Fig. 1: congestion heat map
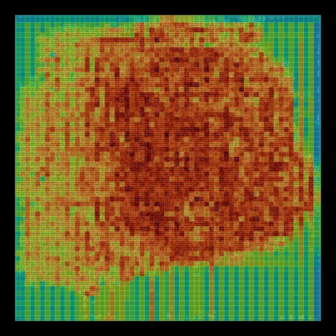
Fig. 2: register map, names as in the netlist
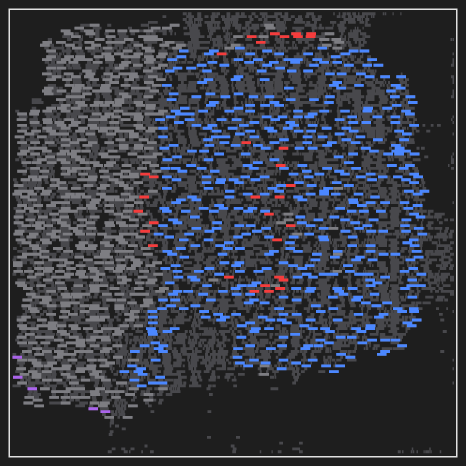
Fig. 3: met2 routing
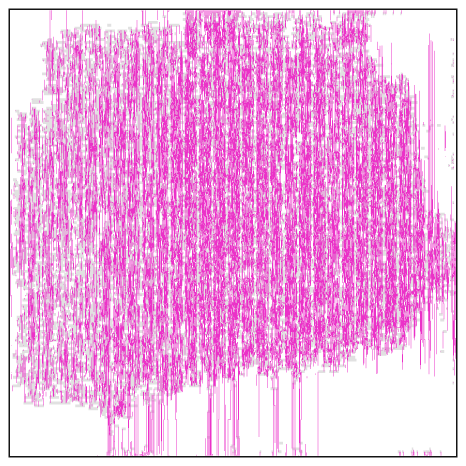
Fig. 4: met1 routing
Supply wires on this layer in gray.
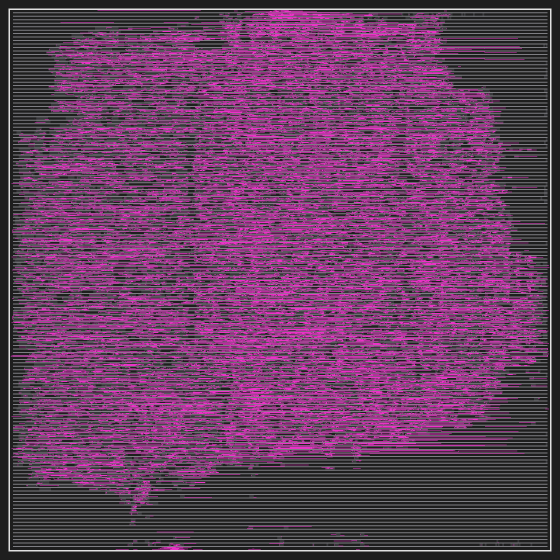
<file path="src/rtl/rob_pkg.sv">
// Shared encodings and entry layout for the parametrised reorder buffer.
package rob_pkg;

  localparam int ROB_DEPTH_DEF = 16;

  typedef enum logic [1:0] {
    T_BR   = 2'd0,
    T_ST   = 2'd1,
    T_JALR = 2'd2,
    T_RG   = 2'd3
  } rob_type_e;

  typedef enum logic {
    ST_IS = 1'b0,
    ST_WR = 1'b1
  } rob_status_e;

  typedef struct packed {
    logic        busy;
    rob_status_e status;
    rob_type_e   rtype;
    logic [4:0]  rd;
    logic [31:0] val;
    logic [31:0] jaddr;
  } rob_entry_t;

endpackage

</file>
<file path="src/rtl/rob_search.sv">
// Operand lookup for one regfile search port: commit bypass, wb0, wb1, then stored entry.
// Latency: combinational. Backpressure: none, pure lookup.
module rob_search
  import rob_pkg::*;
#(
  parameter int IDW = 4
) (
  input  logic [IDW-1:0] search_id,
  input  logic           entry_busy,
  input  logic           entry_wr,
  input  logic [31:0]    entry_val,
  input  logic           commit_ready,
  input  logic [IDW-1:0] commit_rob_id,
  input  logic [31:0]    commit_val,
  input  logic           wb0_ready,
  input  logic [IDW-1:0] wb0_rob_id,
  input  logic [31:0]    wb0_value,
  input  logic           wb1_ready,
  input  logic [IDW-1:0] wb1_rob_id,
  input  logic [31:0]    wb1_value,
  output logic           hit,
  output logic [31:0]    val
);

  always_comb begin
    hit = 1'b0;
    val = entry_val;
    // The committed value is not in the regfile until the edge after commit_ready.
    if (commit_ready && commit_rob_id == search_id) begin
      hit = 1'b1;
      val = commit_val;
    end else if (wb0_ready && wb0_rob_id == search_id) begin
      hit = 1'b1;
      val = wb0_value;
    end else if (wb1_ready && wb1_rob_id == search_id) begin
      hit = 1'b1;
      val = wb1_value;
    end else if (entry_busy && entry_wr) begin
      hit = 1'b1;
      val = entry_val;
    end
  end

endmodule

</file>
<file path="src/rtl/rob_param.sv">
// Reorder buffer: in-order commit of one entry per cycle, flush on BR mispredict; ROB_PERF_EN adds counters.
// Latency: writeback edge N -> registered commit at edge N+1; search is zero-latency.
// Backpressure: rob_full blocks allocation, head ST waits on store_done, rdy_in low freezes everything.
module rob_param
  import rob_pkg::*;
#(
  parameter  int DEPTH = ROB_DEPTH_DEF,
  localparam int IDW   = $clog2(DEPTH)
) (
  input  logic           clk_in,
  input  logic           rst_in,
  input  logic           rdy_in,
  output logic           rob_full,
  output logic           rob_empty,
  output logic [IDW-1:0] empty_rob_id,
  input  logic           dec_ready,
  input  logic [31:0]    j_addr,
  input  logic [1:0]     op_type,   // decoder "type"; renamed since type is a reserved word
  input  logic [4:0]     rd,
  input  logic           wb0_ready,
  input  logic [IDW-1:0] wb0_rob_id,
  input  logic [31:0]    wb0_value,
  input  logic           wb1_ready,
  input  logic [IDW-1:0] wb1_rob_id,
  input  logic [31:0]    wb1_value,
  output logic           store_req,
  input  logic           store_done,
  output logic           commit_ready,
  output logic [IDW-1:0] commit_rob_id,
  output logic [4:0]     commit_reg_id,
  output logic [31:0]    commit_val,
  output logic           clear,
  output logic [31:0]    corr_jump_addr,
  output logic           melt,
  input  logic [IDW-1:0] search_rob_id_1,
  output logic           search_ready_1,
  output logic [31:0]    search_val_1,
  input  logic [IDW-1:0] search_rob_id_2,
  output logic           search_ready_2,
  output logic [31:0]    search_val_2,
  output logic [31:0]    perf_commits,
  output logic [31:0]    perf_flushes
);

  localparam logic [IDW:0]   CNT_FULL = (IDW+1)'(DEPTH);
  localparam logic [IDW:0]   CNT_ONE  = (IDW+1)'(1);
  localparam logic [IDW-1:0] PTR_ONE  = IDW'(1);

  rob_entry_t     ent [DEPTH];
  rob_entry_t     head_ent;
  logic [IDW-1:0] head, tail;
  logic [IDW:0]   count;
  logic           alloc_en, commit_en, flush_en;

  assign head_ent     = ent[head];
  assign rob_full     = (count == CNT_FULL);
  assign rob_empty    = (count == '0);
  assign empty_rob_id = tail;
  assign store_req    = head_ent.busy && (head_ent.rtype == T_ST) && !clear;

  // A pending clear owns the cycle: nothing else is accepted until the flush lands.
  assign flush_en = rdy_in && clear;
  assign alloc_en = rdy_in && !clear && dec_ready && !rob_full;

  always_comb begin
    commit_en = 1'b0;
    if (rdy_in && !clear && head_ent.busy) begin
      if (head_ent.rtype == T_ST) commit_en = store_done;
      else                        commit_en = (head_ent.status == ST_WR);
    end
  end

  always_ff @(posedge clk_in or posedge rst_in) begin
    if (rst_in) begin
      for (int i = 0; i < DEPTH; i++) ent[i] <= '0;
    end else if (flush_en) begin
      for (int i = 0; i < DEPTH; i++) ent[i].busy <= 1'b0;
    end else if (rdy_in) begin
      if (wb0_ready && ent[wb0_rob_id].busy) begin
        ent[wb0_rob_id].status <= ST_WR;
        ent[wb0_rob_id].val    <= wb0_value;
      end
      // Issued after wb0 so that wb1 wins a same-id collision.
      if (wb1_ready && ent[wb1_rob_id].busy) begin
        ent[wb1_rob_id].status <= ST_WR;
        ent[wb1_rob_id].val    <= wb1_value;
      end
      if (commit_en) ent[head].busy <= 1'b0;
      if (alloc_en) begin
        ent[tail] <= '{busy: 1'b1, status: ST_IS, rtype: rob_type_e'(op_type),
                       rd: rd, val: '0, jaddr: j_addr};
      end
    end
  end

  always_ff @(posedge clk_in or posedge rst_in) begin
    if (rst_in) begin
      head           <= '0;
      tail           <= '0;
      count          <= '0;
      commit_ready   <= 1'b0;
      commit_rob_id  <= '0;
      commit_reg_id  <= '0;
      commit_val     <= '0;
      clear          <= 1'b0;
      corr_jump_addr <= '0;
      melt           <= 1'b0;
    end else if (flush_en) begin
      head         <= '0;
      tail         <= '0;
      count        <= '0;
      commit_ready <= 1'b0;
      clear        <= 1'b0;
      melt         <= 1'b0;
    end else if (rdy_in) begin
      if (alloc_en)  tail <= tail + PTR_ONE;
      if (commit_en) head <= head + PTR_ONE;
      case ({alloc_en, commit_en})
        2'b10:   count <= count + CNT_ONE;
        2'b01:   count <= count - CNT_ONE;
        default: count <= count;
      endcase
      commit_ready <= commit_en && (head_ent.rtype == T_RG || head_ent.rtype == T_JALR);
      melt         <= commit_en && (head_ent.rtype == T_JALR);
      clear        <= commit_en && (head_ent.rtype == T_BR) && (head_ent.val != head_ent.jaddr);
      if (commit_en) begin
        commit_rob_id <= head;
        commit_reg_id <= head_ent.rd;
        commit_val    <= (head_ent.rtype == T_JALR) ? head_ent.jaddr : head_ent.val;
        if (head_ent.rtype == T_JALR ||
            (head_ent.rtype == T_BR && head_ent.val != head_ent.jaddr))
          corr_jump_addr <= head_ent.val;
      end
    end
  end

  rob_search #(.IDW(IDW)) u_search_1 (
    .search_id     (search_rob_id_1),
    .entry_busy    (ent[search_rob_id_1].busy),
    .entry_wr      (ent[search_rob_id_1].status == ST_WR),
    .entry_val     (ent[search_rob_id_1].val),
    .commit_ready  (commit_ready),
    .commit_rob_id (commit_rob_id),
    .commit_val    (commit_val),
    .wb0_ready     (wb0_ready),
    .wb0_rob_id    (wb0_rob_id),
    .wb0_value     (wb0_value),
    .wb1_ready     (wb1_ready),
    .wb1_rob_id    (wb1_rob_id),
    .wb1_value     (wb1_value),
    .hit           (search_ready_1),
    .val           (search_val_1)
  );

  rob_search #(.IDW(IDW)) u_search_2 (
    .search_id     (search_rob_id_2),
    .entry_busy    (ent[search_rob_id_2].busy),
    .entry_wr      (ent[search_rob_id_2].status == ST_WR),
    .entry_val     (ent[search_rob_id_2].val),
    .commit_ready  (commit_ready),
    .commit_rob_id (commit_rob_id),
    .commit_val    (commit_val),
    .wb0_ready     (wb0_ready),
    .wb0_rob_id    (wb0_rob_id),
    .wb0_value     (wb0_value),
    .wb1_ready     (wb1_ready),
    .wb1_rob_id    (wb1_rob_id),
    .wb1_value     (wb1_value),
    .hit           (search_ready_2),
    .val           (search_val_2)
  );

`ifdef ROB_PERF_EN
  always_ff @(posedge clk_in or posedge rst_in) begin
    if (rst_in) begin
      perf_commits <= '0;
      perf_flushes <= '0;
    end else begin
      if (commit_en) perf_commits <= perf_commits + 32'd1;
      if (flush_en)  perf_flushes <= perf_flushes + 32'd1;
    end
  end
`else
  assign perf_commits = '0;
  assign perf_flushes = '0;
`endif

endmodule

</file>
<file path="config.mk">
export PLATFORM = sky130hd
export DESIGN_NAME = rob_param
export DESIGN_NICKNAME = d
export VERILOG_FILES = /design/src/rtl/rob_pkg.sv /design/src/rtl/rob_search.sv /design/src/rtl/rob_param.sv
export SDC_FILE = /design/constraint.sdc
export NUM_CORES = 2
export LEC_CHECK = 0
export CORE_MARGIN = 2
export CORE_UTILIZATION = 45
export CTS_CLUSTER_SIZE = 16
export DETAILED_ROUTE_END_ITERATION = 10
export PLACE_DENSITY_LB_ADDON = 0.3
export SYNTH_ARGS = -nofsm -noshare
export SYNTH_HDL_FRONTEND = slang
export SYNTH_HIERARCHICAL = 1
export SYNTH_SLANG_ARGS = --single-unit
</file>
<file path="constraint.sdc">
create_clock -name clk_in -period 76.8 [get_ports clk_in]
set_input_delay 15.36 -clock clk_in [delete_from_list [all_inputs] [get_ports clk_in]]
set_output_delay 15.36 -clock clk_in [all_outputs]
set_load 0.02 [all_outputs]
</file>
==> Slide: Implementation Results <==
Key Metrics from the Run

Outcome
  – Run status: completed

Final layout
  – Top Layout Cells: dfrtp_1 (1,255), nand2_1 (897), o21ai_0 (720)
  – # clk buffers: 211
  – Diodes inserted: 31
  – Post-route core utilization: between 50% and 60%
  – Fraction of layout instances using a drive strength above 1: approximately 28%
  – Final instance area: 0.0883 mm²
  – Clock buf/inv share: 5.84%
  – Combinational share of cell area: 50.6%
  – Top class by area: multi-input combinational cells
  – Multi-input gates: 5,078
  – Logic area: 0.0447 mm²
  – Final nets: 7,059
  – Buffers, non-clock: 427

Pwr
  – Logic power comb: 1180 µW
  – Int Pwr: 1980 µW
  – Logic pwr share: 37.7%
  – Clock share of power: ~24%
  – Seq pwr share: 38.1%
  – Clk. pwr: around 750 µW
  – PwrDens: 35.3 mW/mm²
  – Leakage: 0.0366 µW
  – Peak VDD IR: 0.0282 mV
  – Power Total: 3120 µW

Logic synthesis
  – Dominant comb cell: multiplexers
  – Mux cell area share: 29.5%
  – Most used flip-flop cell: dfrtp_1
  – Yosys stat chip area: 0.0793 mm²
  – Ys flops: 1,257
  – Syn_area_per_cell: 11.1 µm²
  – Gate Count Post-Synth: 7,119
  – Xor+xnor area frac: 0.670%
  – Seq/Total Area, Yosys: 39.7%
  – Yosys cell count: 7,119
  – Synth warn: 6

Worst setup path
  – Worst R2R End: corr_jump_addr[13]
  – CP max FO: 33
  – Required time of the worst setup path: 61.44 ns
  – Cell repeated most along the worst path: clkdlybuf4s50_1
  – Setup CP Type: input port to primary output
  – Slowest-stage cell, CP: clkdlybuf4s50_1
  – Flop2flop setup slack: 70.10 ns
  – Critical path startpoint category: input port
  – Worst-path cell chain: clkdlybuf4s50_1 -> xor2_1 -> nor3_4 -> buf_4 -> nand3_4 -> a221oi_2 -> o31ai_2 -> clkdlybuf4s50_1
  – Launching point of the worst reg2reg path: head[0]

Floorplanning
  – Chip area: 0.180 mm²
  – Initial core utilization: 45.1%
  – DIE HEIGHT: approximately 420 µm
  – CORE AREA: 0.176 mm²
  – # Taps: 2,340
  – Die Width: 424 µm
  – Ports: 339

CTS
  – Post-CTS Setup Inserts: 0
  – Clock Path Buffers: 3
  – Clk_lat worst skew: around 0.85 ns
  – # hold bufs at CTS: 0
  – # clock sinks: 1,257
  – CTS buffer count: ~150
  – Clk root buf: clkbuf_16
  – CTS tree: built

Drt
  – 1st-iter DRT viols: about 11k
  – Vias per cell: 7.12
  – TritonRoute pass-1 iters: 7
  – Post-route DRC violation count: 0

Timing
  – Setup TNS Final: 0 ns
  – Fin Hold WS: 0.498 ns
  – Layout Skew: 0.0508 ns
  – Setup-failing EPs final: 0
  – Final hold violation count: 0
  – FMAX: 0.0282 GHz
  – Unrepaired setup endpoints after global routing: false
  – Final setup margin: 41.28 ns
  – Worst-Margin Slew: around 1.3 ns
  – Post-layout min period: 35.52 ns

Run
  – Log Warnings: 53
  – Max cap viols: 0

Placement
  – Setup WS pre-CTS: 41.33 ns
  – Placed inst area: 0.0831 mm²
  – Gpl congestion: 0.935
  – Post-DP HPWL: 184 mm
  – Placed Cells incl. Taps: about 9.1k

Global route
  – Initial antenna violation count: 35
Notes on Fig. 1 above:
grt met3 use: 14.7%
GRT Total Usage: 36.3%
GR peak layer: met2
WL per Instance: 35.0 µm

Notes on Fig. 2 above:
Purple shows commit_reg_id, flops 5, where bottom left. Red shows corr_jump_addr, flops 32. Blue shows ent, flops 544.
Flop+latch power: 1190 µW
flop share of the area: 35.6%
sequential cell area: 0.0315 mm²

Notes on Fig. 3 above:
The layer carries 140 mm of wire. 5,887 nets have wire on it.
Detailed Route WL: 330 mm
Vias: 67.0k
met2 Usage GRT: 51.8%

Notes on Fig. 4 above:
The layer carries 114 mm of wire. The layer holds 35% of the routed length. 6,501 nets have wire on it. The wires run mostly horizontal.

==> routing by layer <==
layer | vias up | global-route usage, % | share of wire, %
met1 | 33800 | 44.3 | 35
met5 | - | 0.161 | 0.028
met3 | 1558 | 14.7 | 15
li1 | 26200 | - | -
met2 | 5406 | 51.8 | 42
met4 | 10 | 26.0 | 8.6
==> synthesized netlist by cell type (all sizes together) (2+ instances only) <==
cell,n,area (µm²)
o311ai,2,17.5
and2,24,150
a221oi,64,936
o31ai,64,781
clkbuf,529,2030
nand4,46,288
bufbuf,6,113
dlygate4sd1,10,87.6
a21o,98,736
a21oi,196,992
a22oi,132,991
o21a,111,833
nand2,921,3460
mux2i,162,1620
o21ai,778,3900
nand2b,7,43.8
a211oi,191,1430
mux4,649,14600
o2bb2ai,2,17.5
nor2b,89,557
inv,13,48.8
and3,287,1820
nor4,6,71.3
nor2,196,736
or3,9,56.3
nand3,92,510
ha,10,125
buf,288,1720
dfrtp,1257,31500
mux2,636,7160
xnor2,40,365
a22o,103,902
nor3,20,133
o22ai,4,25.0
xor2,19,166
a31oi,15,93.8
o211ai,34,255
==> how the worst max path moves through the flow <==
stage | from | end | slack (ns) | depth (start not counted)
after floorplan | rst_in | async pin | 26.02 | 1
after global placement | wb1_rob_id[0] | search_val_2[30] | 41.38 | 8
after detailed placement | wb1_rob_id[0] | search_val_1[31] | 41.33 | 8
after CTS | wb1_rob_id[0] | search_val_1[31] | 41.34 | 8
after global routing | wb1_rob_id[0] | search_val_2[14] | 41.11 | 8
final | wb1_rob_id[0] | search_val_2[3] | 41.28 | 8
==> critical path, delay by kind of cell <==
kind | cells | cell delay (ns)
AND-OR/OR-AND | 2 | 0.71
buffers and inverters | 3 | 2.59
XOR/XNOR | 1 | 0.24
AND/OR/NAND/NOR | 2 | 1.06
Power figures rest on the tool's default switching activity, not on a simulated workload.
